Figure 1. Signal wires on met2 (run 1).
Bar = 20 um.
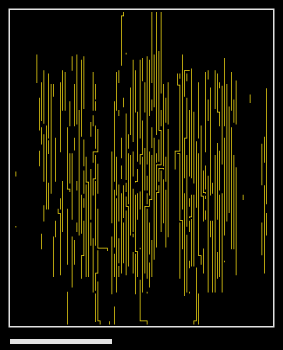
Figure 2. The metal 3 layer (run 1).
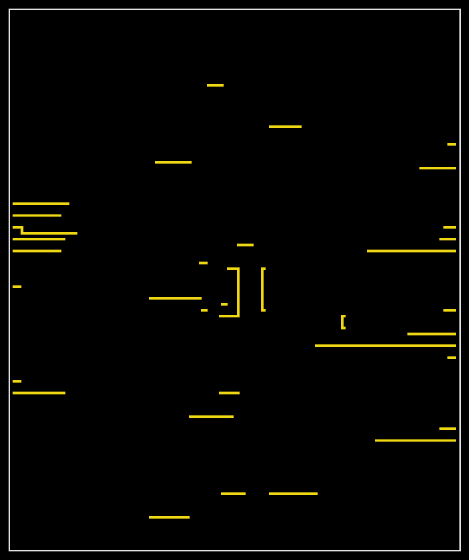
Figure 3. Track usage over the die (run 1).
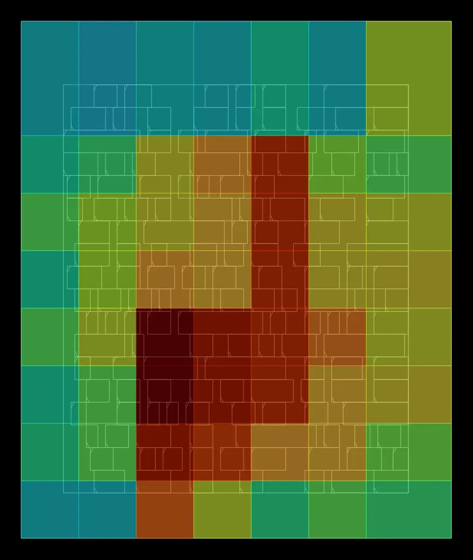
Figure 4. Gate-type map (run 1).
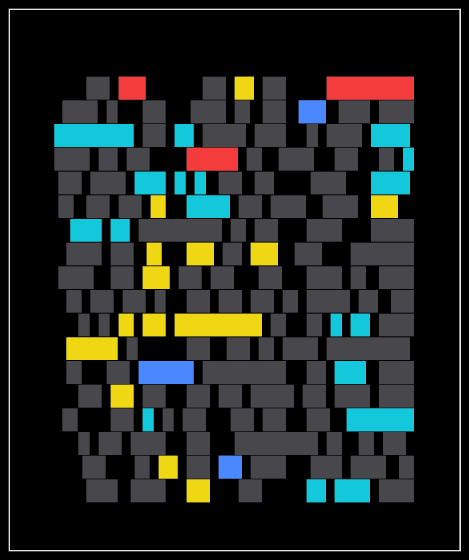
$ cat src/rtl/multicycle_ctrl.sv
// multicycle_ctrl: control FSM for a shared-datapath multicycle RV32I core.
// Walks lw/sw/R/I/beq/jal through fetch, decode, execute, memory and
// writeback; any other opcode parks the core in HALT until reset.
// Ports: clk, rst_n (async, active low), op (IR[6:0]), zero (ALU flag),
//   mem_ready (memory done, only with MULTICYCLE_MEM_WAIT_EN);
//   pc_write, adr_src, mem_write, ir_write, reg_write, result_src,
//   alu_src_a, alu_src_b, alu_op, imm_src, halted, state_o (debug).
// Option: define MULTICYCLE_MEM_WAIT_EN to stall FETCH, MEMREAD and
//   MEMWRITE until mem_ready=1; otherwise each lasts one cycle.
module multicycle_ctrl #(
   parameter int OP_W = 7,
   parameter int ST_W = 4
) (
   input  logic            clk,
   input  logic            rst_n,
   input  logic [OP_W-1:0] op,
   input  logic            zero,
   input  logic            mem_ready,
   output logic            pc_write,
   output logic            adr_src,
   output logic            mem_write,
   output logic            ir_write,
   output logic            reg_write,
   output logic [1:0]      result_src,
   output logic [1:0]      alu_src_a,
   output logic [1:0]      alu_src_b,
   output logic [1:0]      alu_op,
   output logic [1:0]      imm_src,
   output logic            halted,
   output logic [ST_W-1:0] state_o
);

   typedef enum logic [ST_W-1:0] {
      S_FETCH    = 4'd0,
      S_DECODE   = 4'd1,
      S_MEMADR   = 4'd2,
      S_MEMREAD  = 4'd3,
      S_MEMWB    = 4'd4,
      S_MEMWRITE = 4'd5,
      S_EXEC_R   = 4'd6,
      S_EXEC_I   = 4'd7,
      S_ALUWB    = 4'd8,
      S_BEQ      = 4'd9,
      S_JAL      = 4'd10,
      S_HALT     = 4'd11
   } state_e;

   localparam logic [OP_W-1:0] OP_LW  = 7'b0000011;
   localparam logic [OP_W-1:0] OP_SW  = 7'b0100011;
   localparam logic [OP_W-1:0] OP_R   = 7'b0110011;
   localparam logic [OP_W-1:0] OP_I   = 7'b0010011;
   localparam logic [OP_W-1:0] OP_BEQ = 7'b1100011;
   localparam logic [OP_W-1:0] OP_JAL = 7'b1101111;

   state_e state_q, state_d;
   logic   mem_rdy;
   logic   pc_update;
   logic   branch;
   logic   ir_write_raw;

`ifdef MULTICYCLE_MEM_WAIT_EN
   assign mem_rdy = mem_ready;
`else
   logic unused_mem_ready;
   assign unused_mem_ready = mem_ready;
   assign mem_rdy = 1'b1;
`endif

   always_ff @(posedge clk or negedge rst_n) begin
      if (!rst_n) begin
         state_q <= S_FETCH;
      end else begin
         state_q <= state_d;
      end
   end

   always_comb begin
      state_d = state_q;
      unique case (state_q)
         S_FETCH: if (mem_rdy) state_d = S_DECODE;
         S_DECODE: begin
            if (op == OP_LW || op == OP_SW) state_d = S_MEMADR;
            else if (op == OP_R)            state_d = S_EXEC_R;
            else if (op == OP_I)            state_d = S_EXEC_I;
            else if (op == OP_BEQ)          state_d = S_BEQ;
            else if (op == OP_JAL)          state_d = S_JAL;
            else                            state_d = S_HALT;
         end
         S_MEMADR:
            state_d = (op == OP_LW) ? S_MEMREAD : S_MEMWRITE;
         S_MEMREAD:  if (mem_rdy) state_d = S_MEMWB;
         S_MEMWB:    state_d = S_FETCH;
         S_MEMWRITE: if (mem_rdy) state_d = S_FETCH;
         S_EXEC_R:   state_d = S_ALUWB;
         S_EXEC_I:   state_d = S_ALUWB;
         S_JAL:      state_d = S_ALUWB;
         S_ALUWB:    state_d = S_FETCH;
         S_BEQ:      state_d = S_FETCH;
         S_HALT:     state_d = S_HALT;
         default:    state_d = S_HALT;
      endcase
   end

   always_comb begin
      adr_src      = 1'b0;
      mem_write    = 1'b0;
      ir_write_raw = 1'b0;
      reg_write    = 1'b0;
      result_src   = 2'b00;
      alu_src_a    = 2'b00;
      alu_src_b    = 2'b00;
      alu_op       = 2'b00;
      pc_update    = 1'b0;
      branch       = 1'b0;
      halted       = 1'b0;
      unique case (state_q)
         S_FETCH: begin
            ir_write_raw = mem_rdy;
            pc_update    = mem_rdy;
            alu_src_b    = 2'b10;
            result_src   = 2'b10;
         end
         S_DECODE: begin
            alu_src_a = 2'b01;
            alu_src_b = 2'b01;
         end
         S_MEMADR: begin
            alu_src_a = 2'b10;
            alu_src_b = 2'b01;
         end
         S_MEMREAD: adr_src = 1'b1;
         S_MEMWB: begin
            result_src = 2'b01;
            reg_write  = 1'b1;
         end
         S_MEMWRITE: begin
            adr_src   = 1'b1;
            mem_write = 1'b1;
         end
         S_EXEC_R: begin
            alu_src_a = 2'b10;
            alu_op    = 2'b10;
         end
         S_EXEC_I: begin
            alu_src_a = 2'b10;
            alu_src_b = 2'b01;
            alu_op    = 2'b10;
         end
         S_ALUWB: reg_write = 1'b1;
         S_BEQ: begin
            alu_src_a = 2'b10;
            alu_op    = 2'b01;
            branch    = 1'b1;
         end
         S_JAL: begin
            alu_src_a = 2'b01;
            alu_src_b = 2'b10;
            pc_update = 1'b1;
         end
         S_HALT: halted = 1'b1;
         default: halted = 1'b1;
      endcase
   end

   // rst_n gates the two enables so nothing loads while reset is held
   assign ir_write = rst_n & ir_write_raw;
   assign pc_write = rst_n & (pc_update | (branch & zero));

   always_comb begin
      imm_src = 2'b00;
      if (op == OP_SW)       imm_src = 2'b01;
      else if (op == OP_BEQ) imm_src = 2'b10;
      else if (op == OP_JAL) imm_src = 2'b11;
   end

   assign state_o = state_q;

endmodule

$ cat config.mk
export PLATFORM = sky130hd
export DESIGN_NAME = multicycle_ctrl
export DESIGN_NICKNAME = d
export VERILOG_FILES = /design/src/rtl/multicycle_ctrl.sv
export SDC_FILE = /design/constraint.sdc
export NUM_CORES = 1
export LEC_CHECK = 0
export ABC_CLOCK_PERIOD_IN_PS = 1250
export CELL_PAD_IN_SITES_DETAIL_PLACEMENT = 1
export CELL_PAD_IN_SITES_GLOBAL_PLACEMENT = 1
export CORE_ASPECT_RATIO = 1.25
export CORE_MARGIN = 5
export CORE_UTILIZATION = 23
export CTS_CLUSTER_DIAMETER = 100
export DETAILED_ROUTE_END_ITERATION = 10
export PLACE_DENSITY_LB_ADDON = 0.08
export SYNTH_ARGS = -nofsm -noshare
export SYNTH_HDL_FRONTEND = slang
export SYNTH_SLANG_ARGS = --single-unit
$ cat constraint.sdc
create_clock -name clk -period 1.25 [get_ports clk]
set_input_delay 0.25 -clock clk [delete_from_list [all_inputs] [get_ports clk]]
set_output_delay 0.25 -clock clk [all_outputs]
set_load 0.01 [all_outputs]
==> changes_impl.md <==
### Metrics

* Crit Path Class: register to output pin
* Clock Power at between 0.00015 and 0.0002 W
* Initial Utilization at between 20% and 30%
* Initial drt markers at 31
* Chip height at 62.0 um
* Crit. End Element: output pin
* Dominant logic cell type in the layout: buf_4
* Reg2reg start: state_o[2]
* Setup WS post-layout at -0.465 ns
* Share of cells above drive strength 1 at between 70% and 80%
* MI comb cells at 55
* Hold_ws at between 0.3 and 0.4 ns
* Largest register FFs at 4
* Critical path origin: state_o[1]
* Comb pwr share at 23.1%
* Critical-path cell list: buf_4, xnor2_4, nor3b_2, buf_2
* Final Setup Violations at 22
* Unrepaired setup endpoints after global routing: true
* Asr flop ratio synth at 100%
* CTS H-tree lvls at 1
* Top Consumer: clock
* Die Span X at between 50 and 60 um
* Total congestion overflow at 0
* Ports at 31
* Sink Count at 4
* Violated checks: setup timing
* Setup crit start kind: register
* Crit path buf inv count at 2
* Critical Path Max Stage Delay at ~0.47 ns
* Flops at 4
* Cells after Synth at 68
* Critical Path Sink: adr_src
* Sequential cell power at about 0.00013 W
* Rel. slew slack at between 70 and 80%
* Min-delay worst type: input pin to asynchronous set/reset pin
* Max Cap Viol at 0
* Post-CTS resize count at ~120
* Most common logic cells in the final layout: 39 x buf_4, 23 x buf_6, 16 x buf_2
* # nets final at ~160
* Worst reg2reg path depth at 9
* Most frequent cells after synthesis: 9 x nor2_1, 5 x inv_1, 5 x nand2_1, 5 x nand2b_1, 4 x dfrtp_1
* CP max stage cell: dfrtp_2
* Sequential share of power at approximately 31%
* And+or+nand+nor area frac at roughly two fifths
* Register share after synthesis at between 20% and 30%
* Status: complete, but fails checks
* P&R area growth vs syn at 181%
* CTS Root Cell: clkbuf_4
* Top Layer Used: met4
* Die ar. at between 0.003 and 0.004 mm2
* CP Max Fanout at 5
* Core Area at 0.00203 mm2
* Dominant comb cell: simple AND/OR/NAND/NOR gates
* DRC errors left at 0
* Commonest flop: dfrtp_1
* Leak pwr at around 0.7 nW
* Mapped cell area at about 500 um2
* Vias in the first global route at about 970
* Routed length on met3 at 140 um
* Largest delay share family, worst path: flip-flops
* Area leader share at about a fifth
* DR WL met2 at between 2 and 2.5 mm
* Comb. cell area at 526 um2
* Site Rows at 18
* Clock buffers at 3
* Worst-path clk slew at 0.05 ns
* Peak supply drop at 0.248 mV
* Post-synth EDFFs at 0
* Compound-Gate Fraction of Synth Area at 25.4%
* Placed cell count at ~140
* Floorplan net count at slightly below 80
* Signal buffers share of area at approximately half
* Buffers excl. clock at about 84
* ANT nets after route at 0
* Finished Layout Cells at 171
* Yosys reg bits at 4
* YS warnings at 0
* Mux area share at 0%
* Fin Clk Skew at 0.0131 ns
* Initial antenna violation count at 0
* Tcrit/Tclk final at 137%
* Post-synthesis cell type count at 33
* Yosys Instances at a little under 70
* CTS tree: done
* Post-CTS setup buffers at 22
* Reg-to-reg endpoint: state_o[0]
* Biggest area cells: dfrtp_1 20%, nor2_1 6.8%, nand2b_1 6.3%, nor4bb_4 5.0%, inv_1 3.8%
* Post-Syn Area per Cell at between 7 and 8 um2
* XOR/XNOR Fraction of Synth Area at roughly 5.3%
* Clock network power share at approximately 46%
* Flop area at approximately 110 um2
* Total tool warning count at 30
* Largest net degree at the start of global routing at 7
* Switching pwr at 0.000122 W
* Bufs on Longest Clock Path at 2
* Top class by area: buffers
* # fillers at 225
* Antenna cells at 0
* Yosys stat area at between 400 and 500 um2
* Stages on worst setup path at 4
* Logic share of the area at about 38%
* CTS Buf Count at 3
* Drt pass-1 iters at 4
* Cell with the most instances after synthesis: nor2_1
* Slack of the worst reg-to-reg path at -0.36 ns
* Buffers on Ports at 29
* Fmax at approximately 580 MHz
* HPWL reported at the end of detailed placement at 1.71 mm
* Logic inverters at 5
* Post-Route M1 WL at 1.23 mm
* Worst EP required at approximately 1.0 ns
* Worst slew pin tran at roughly 0.33 ns
* Max Transition Viols Final at 0
* Worst EP arrival at between 1 and 1.5 ns
* Comb. pwr at between 0.00009 and 0.0001 W
* Final Wtd Congestion at around 0.86
About Figure 1:
157 nets have wire on it. The layer carries 2,030 um of wire. The layer holds 57% of the routed length. The wires run mostly vertical.

About Figure 2:
The layer holds 3.9% of the routed length. The wires run mostly horizontal.
DRT Wirelength: 3.57 mm
Via Count: 916
GR Util met3: 1.43%

About Figure 3:
wire per inst: 20.9 um
busiest grt layer: met2
GR Util met2: 44.4%

About Figure 4:
Key: blue = AND-OR and OR-AND gates [cells 3]; yellow = inverting AOI/OAI gates [cells 14]; cyan = NOR gates [cells 18]; red = XOR/XNOR gates [cells 3]

-- run 1: metrics by stage --
| step | setup WS (ns) | power, W | cell area (um2) | TNS [ns] | util [%] |
|---|---|---|---|---|---|
| 6_report | -0.465 | 0.000418 | 1400 | -6.96 | 69.0 |
| 2_1_floorplan | -0.0134 | 0.000151 | 587 | -0.0227 | - |
| 4_1_cts | -0.375 | 0.000394 | 1250 | -5.38 | 61.5 |
| 3_3_place_gp | -0.901 | 0.000224 | 1100 | -9.81 | 54.1 |
| 5_1_grt | -0.478 | 0.000430 | 1400 | -7.66 | 69.0 |
| 3_5_place_dp | -0.924 | 0.000227 | 1100 | -10.19 | 54.1 |
-- run 1: routing by layer --
metal  global-route usage, %  up-vias
met5                       0        -
met4                    16.1        0
met3                    1.43       13
met2                    44.4       38
met1                    19.1      446
li1                        -      419
Power is estimated from default activity; no workload was simulated.
